Fig. 1: metal 3
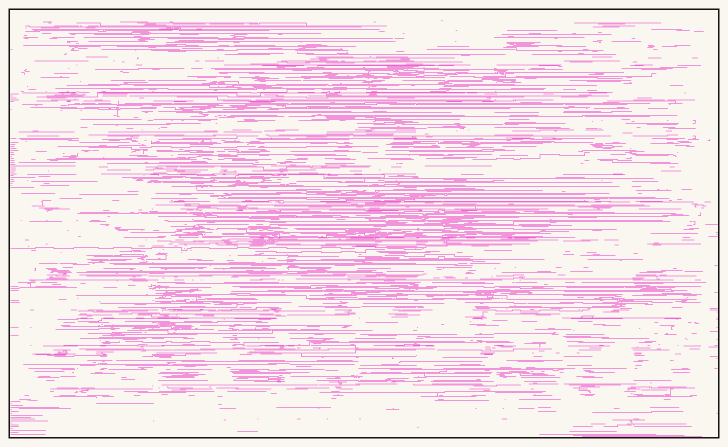
Fig. 2: metal 2
Scale bar: 100 microns.
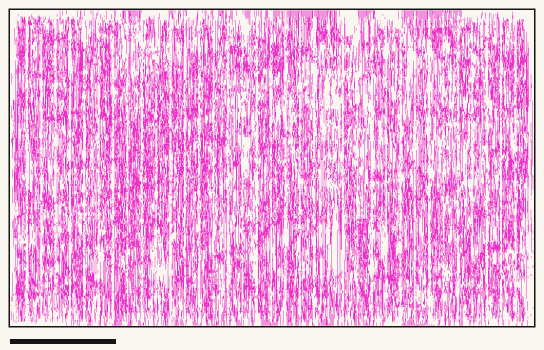
`config.mk`:
```
export PLATFORM = sky130hd
export DESIGN_NAME = pfxsum_stream_flat
export DESIGN_NICKNAME = d
export VERILOG_FILES = /design/src/rtl/pfxsum_stream_if.sv /design/src/rtl/pfxsum_stream.sv /design/src/flat_wrapper.sv
export SDC_FILE = /design/constraint.sdc
export NUM_CORES = 2
export LEC_CHECK = 0
export CAP_MARGIN = 20
export CORE_ASPECT_RATIO = 0.6
export CORE_MARGIN = 2
export CORE_UTILIZATION = 55
export DETAILED_ROUTE_END_ITERATION = 7
export PLACE_DENSITY = 0.78
export SETUP_SLACK_MARGIN = 0.02
export SYNTH_ARGS = -nofsm -noshare
export SYNTH_HDL_FRONTEND = slang
export SYNTH_SLANG_ARGS = --single-unit
```
`constraint.sdc`:
```
create_clock -name clk -period 10.9 [get_ports clk]
set_input_delay 2.18 -clock clk [delete_from_list [all_inputs] [get_ports clk]]
set_output_delay 2.18 -clock clk [all_outputs]
set_load 0.02 [all_outputs]
```
`src/rtl/pfxsum_stream_if.sv`:
```
// Beat-level handshake bundle for the streaming prefix-sum engine.
// The master side drives input beats and output-side ready; the slave side is the engine.
interface pfxsum_stream_if #(
   parameter int INT_WIDTH = 32,
   parameter int V_LEN     = 8
);
   logic                       valid_in;
   logic                       ready_in;
   logic [INT_WIDTH*V_LEN-1:0] ivec;
   logic                       excl_in;
   logic                       last_in;
   logic                       valid_out;
   logic                       ready_out;
   logic [INT_WIDTH*V_LEN-1:0] ovec;
   logic                       last_out;
   logic                       ovf_out;

   modport master (
      output valid_in, ivec, excl_in, last_in, ready_out,
      input  ready_in, valid_out, ovec, last_out, ovf_out
   );

   modport slave (
      input  valid_in, ivec, excl_in, last_in, ready_out,
      output ready_in, valid_out, ovec, last_out, ovf_out
   );
endinterface

```
`src/rtl/pfxsum_stream.sv`:
```
// Pipelined Kogge-Stone prefix sum over V_LEN lanes per beat, with a running carry
// and sticky overflow chained across the beats of a packet.
module pfxsum_stream #(
   parameter int INT_WIDTH = 32,
   parameter int V_LEN     = 8,
   parameter int LOG_V     = $clog2(V_LEN)
) (
   input logic            clk,
   input logic            rst_n,
   pfxsum_stream_if.slave bus
);
   localparam int SUM_W  = INT_WIDTH + LOG_V;
   localparam int FULL_W = SUM_W + 1;

   logic en;
   assign en          = !bus.valid_out || bus.ready_out;
   assign bus.ready_in = en;

   for (genvar gi = 0; gi < LOG_V; gi++) begin : g_stage
      logic [SUM_W-1:0] cur       [V_LEN];
      logic [SUM_W-1:0] lane_next [V_LEN];
      logic [SUM_W-1:0] lane_reg  [V_LEN];
      logic             vld_src, excl_src, last_src;
      logic             vld_reg, excl_reg, last_reg;

      if (gi == 0) begin : g_src
         assign vld_src  = bus.valid_in;
         assign excl_src = bus.excl_in;
         assign last_src = bus.last_in;
         for (genvar gj = 0; gj < V_LEN; gj++) begin : g_lane
            assign cur[gj] = SUM_W'(bus.ivec[gj*INT_WIDTH +: INT_WIDTH]);
         end
      end else begin : g_src
         assign vld_src  = g_stage[gi-1].vld_reg;
         assign excl_src = g_stage[gi-1].excl_reg;
         assign last_src = g_stage[gi-1].last_reg;
         for (genvar gj = 0; gj < V_LEN; gj++) begin : g_lane
            assign cur[gj] = g_stage[gi-1].lane_reg[gj];
         end
      end

      // Lane i picks up lane i-2^gi; lanes below the stride pass through.
      for (genvar gj = 0; gj < V_LEN; gj++) begin : g_add
         if (gj >= (1 << gi)) begin : g_sum
            assign lane_next[gj] = cur[gj] + cur[gj-(1<<gi)];
         end else begin : g_pass
            assign lane_next[gj] = cur[gj];
         end
      end

      always_ff @(posedge clk or negedge rst_n) begin
         if (!rst_n) begin
            vld_reg  <= 1'b0;
            excl_reg <= 1'b0;
            last_reg <= 1'b0;
            for (int j = 0; j < V_LEN; j++) lane_reg[j] <= '0;
         end else if (en) begin
            vld_reg  <= vld_src;
            excl_reg <= excl_src;
            last_reg <= last_src;
            for (int j = 0; j < V_LEN; j++) lane_reg[j] <= lane_next[j];
         end
      end
   end

   logic [SUM_W-1:0]     fin [V_LEN];
   logic                 fin_vld, fin_excl, fin_last;
   logic [INT_WIDTH-1:0] ovec_next [V_LEN];
   logic [INT_WIDTH-1:0] carry_reg;
   logic                 ovf_sticky_reg;
   logic [FULL_W-1:0]    total_full;
   logic                 bo;

   assign fin_vld  = g_stage[LOG_V-1].vld_reg;
   assign fin_excl = g_stage[LOG_V-1].excl_reg;
   assign fin_last = g_stage[LOG_V-1].last_reg;

   for (genvar gj = 0; gj < V_LEN; gj++) begin : g_out
      assign fin[gj] = g_stage[LOG_V-1].lane_reg[gj];
      if (gj == 0) begin : g_first
         assign ovec_next[gj] = fin_excl ? carry_reg : carry_reg + fin[gj][INT_WIDTH-1:0];
      end else begin : g_rest
         assign ovec_next[gj] = carry_reg +
                                (fin_excl ? fin[gj-1][INT_WIDTH-1:0] : fin[gj][INT_WIDTH-1:0]);
      end
   end

   // Overflow is judged on the inclusive beat total at full precision.
   assign total_full = FULL_W'(carry_reg) + FULL_W'(fin[V_LEN-1]);
   assign bo         = |total_full[FULL_W-1:INT_WIDTH];

   logic                       valid_out_reg;
   logic [INT_WIDTH*V_LEN-1:0] ovec_reg;
   logic                       last_out_reg;
   logic                       ovf_out_reg;

   always_ff @(posedge clk or negedge rst_n) begin
      if (!rst_n) begin
         valid_out_reg  <= 1'b0;
         ovec_reg       <= '0;
         last_out_reg   <= 1'b0;
         ovf_out_reg    <= 1'b0;
         carry_reg      <= '0;
         ovf_sticky_reg <= 1'b0;
      end else if (en) begin
         valid_out_reg <= fin_vld;
         if (fin_vld) begin
            for (int j = 0; j < V_LEN; j++) ovec_reg[j*INT_WIDTH +: INT_WIDTH] <= ovec_next[j];
            last_out_reg   <= fin_last;
            ovf_out_reg    <= ovf_sticky_reg | bo;
            carry_reg      <= fin_last ? '0 : total_full[INT_WIDTH-1:0];
            ovf_sticky_reg <= fin_last ? 1'b0 : (ovf_sticky_reg | bo);
         end
      end
   end

   assign bus.valid_out = valid_out_reg;
   assign bus.ovec      = ovec_reg;
   assign bus.last_out  = last_out_reg;
   assign bus.ovf_out   = ovf_out_reg;
endmodule
```
`src/flat_wrapper.sv`:
```
// flat-port wrapper written by rule: the top's interface ports become plain ports
module pfxsum_stream_flat 
#(
   parameter int INT_WIDTH = 32,
   parameter int V_LEN     = 8,
   parameter int LOG_V     = $clog2(V_LEN)
)
  (clk, rst_n, bus_valid_in, bus_ivec, bus_excl_in, bus_last_in, bus_ready_out, bus_ready_in, bus_valid_out, bus_ovec, bus_last_out, bus_ovf_out);
  pfxsum_stream_if #(.INT_WIDTH(INT_WIDTH), .V_LEN(V_LEN)) bus_i ();
  input logic clk;
  input logic rst_n;
  input wire logic [$bits(bus_i.valid_in)-1:0] bus_valid_in;
  input wire logic [$bits(bus_i.ivec)-1:0] bus_ivec;
  input wire logic [$bits(bus_i.excl_in)-1:0] bus_excl_in;
  input wire logic [$bits(bus_i.last_in)-1:0] bus_last_in;
  input wire logic [$bits(bus_i.ready_out)-1:0] bus_ready_out;
  output wire logic [$bits(bus_i.ready_in)-1:0] bus_ready_in;
  output wire logic [$bits(bus_i.valid_out)-1:0] bus_valid_out;
  output wire logic [$bits(bus_i.ovec)-1:0] bus_ovec;
  output wire logic [$bits(bus_i.last_out)-1:0] bus_last_out;
  output wire logic [$bits(bus_i.ovf_out)-1:0] bus_ovf_out;
  assign bus_i.valid_in = bus_valid_in;
  assign bus_i.ivec = bus_ivec;
  assign bus_i.excl_in = bus_excl_in;
  assign bus_i.last_in = bus_last_in;
  assign bus_i.ready_out = bus_ready_out;
  assign bus_ready_in = bus_i.ready_in;
  assign bus_valid_out = bus_i.valid_out;
  assign bus_ovec = bus_i.ovec;
  assign bus_last_out = bus_i.last_out;
  assign bus_ovf_out = bus_i.ovf_out;
  pfxsum_stream #(.INT_WIDTH(INT_WIDTH), .V_LEN(V_LEN), .LOG_V(LOG_V)) u_core (.clk(clk), .rst_n(rst_n), .bus(bus_i));
endmodule
```
==> summary.txt <==
flow finished, numbers: CTS tree done, Cells after DPL 11,400, total of flip-flops plus latches after synthesis 1,080, fin. max-slew vios 0, transition time at the pin with the least slew margin around 1.3 ns, wire length on met3 around 50,000 microns, number of violations reported at the end of detailed-routing iteration 0 approximately 9,700, detailed-placement wirelength estimate between 200,000 and 300,000 microns, least setup slack across all paths after layout approximately 4.1 ns, buffer count from post-CTS setup fixing 0, crit share post-route a little over three fifths, share of the synthesized area in the top cell type between 30 and 40%, FP Util approximately 56%, run status finished clean, slowest stage cell, crit path sky130_fd_sc_hd__nor2b_4, hold-fix buffer count after cts 0, CP arrival roughly 4.6 ns, detailed-routing iteration count for the pre-antenna-repair pass 7, count of fill cells added during filler insertion between 10,000 and 15,000, Worst Path Class, Setup in -> out, pin count of the biggest net entering global routing approximately 240, Std-Cell Core Area 0.143 sq mm, unrepaired setup endpoints after global routing false, OpenROAD warning count just under 90, number of hold violations in the final report 0, Area Overhead vs Synth 13.3%, mean number of vias per cell ~6.5, Root Buffer sky130_fd_sc_hd__clkbuf_16, antenna violations before repair around 55, post-synth tally of flip-flops with integrated enable 0, post-synthesis chip area from yosys approximately 0.079 sq mm, start point of the worst hold path u_core.g_stage[1].excl_reg, overall routing resource usage a little over two fifths, global-route wire length before repair 467,000 microns, sequential-to-total area share from yosys stat 34.0%, buffers from clock root to sink, at most 3, number of warning messages in the yosys log 0, startpoint of the most critical register-to-register path u_core.fin_excl, global route total overflow 0, Yosys top cell by area sky130_fd_sc_hd__dfrtp_1, number of nets produced by synthesis slightly above 10,000, fraction of final layout cells sized beyond drive strength 1 around 5.2%
-- Fig. 1 (at the start) --
nets with wire on the layer: 1,413
wire length on this layer: 50.3 mm
share of all routed wire: 15%
main direction: horizontal
met3 usage in global routing: 18.9%
total number of vias: 75,700
Final Routed Wirelength: 328,000 microns

-- Fig. 2 (at the start) --
longest straight run: 127 microns
share of all routed wire: 39%
wire length on this layer: 127 mm
nets with wire on the layer: 9,214

[layer usage]
| layer | track usage, % | vias to the layer above |
|---|---|---|
| li1 | - | 33900 |
| met5 | 0.635 | - |
| met4 | 11.5 | 54 |
| met2 | 56.4 | 4211 |
| met3 | 18.9 | 587 |
| met1 | 63.0 | 37000 |
[worst min-delay path, cell delays in order, from the launching register on]
cell                      delay (ns)
sky130_fd_sc_hd__dfrtp_1        0.34
sky130_fd_sc_hd__nand2_1        0.05
sky130_fd_sc_hd__nand2_1        0.05
[layout make-up]
type,instances,share of cell area (%)
sequential,1080,30.0
antenna,23,0.0639
timing repair buffer,572,6.36
clock buffer,140,3.27
inverter,204,0.859
multi-input combinational,7678,56.1
clock inverter,48,0.688
tap,1907,2.65
[path summary, 6_finish.rpt]
path / slack (ns) / endpoint
setup reg to reg: 4.80 / u_core.bus.ovec[63]
hold / removal: 0.47 / u_core.g_stage[1].excl_reg
max in group asynchronous: 7.23 / u_core.g_stage[0].lane_reg[193]
hold reg to reg: 0.47 / u_core.g_stage[1].excl_reg
setup / recovery: 4.09 / bus_ready_in
min in group asynchronous: 1.34 / u_core.bus.ovec[210]
[logic make-up after synthesis]
kind of cell / after synthesis / synth area share (%)
and+or+nand+nor: 3001 / 16.4
adders and majority gates: 844 / 13.5
DFF: 1080 / 34.0
muxes: 243 / 3.41
AOI/OAI and AO/OA: 2885 / 22.5
xor gates and xnor gates: 705 / 7.77
buffers and inverters: 515 / 2.44
[cells in the final DEF (no fill, tap or decap), drive strengths merged, types with 26 or more instances in the layout]
cell type | netlist | routed
a2111oi | 30 | 30
a211oi | 92 | 92
a21o | 359 | 359
a21oi | 890 | 890
a22o | 33 | 33
a31oi | 78 | 78
and2 | 43 | 43
and3 | 65 | 65
buf | 29 | 52
clkbuf | 282 | 140
clkdlybuf4s50 | 0 | 520
dfrtp | 1080 | 1080
fa | 26 | 26
ha | 818 | 818
inv | 204 | 211
mux2 | 220 | 220
nand2 | 1596 | 1596
nand2b | 131 | 131
nand3 | 129 | 129
nand4 | 57 | 57
nor2 | 625 | 625
nor2b | 101 | 101
nor3 | 121 | 121
o211ai | 49 | 49
o21a | 110 | 110
o21ai | 813 | 813
o21bai | 87 | 87
o31ai | 78 | 78
or2 | 28 | 28
or3 | 45 | 45
xnor2 | 334 | 334
xor2 | 371 | 371
[through the flow]
step                      instance area, sq um  util [%]
after floorplan                          79500         -
after global placement                   86400      60.6
after detailed placement                 86400      60.6
after CTS                                90000      63.1
after global routing                     90000      63.1
final                                    90100      63.1
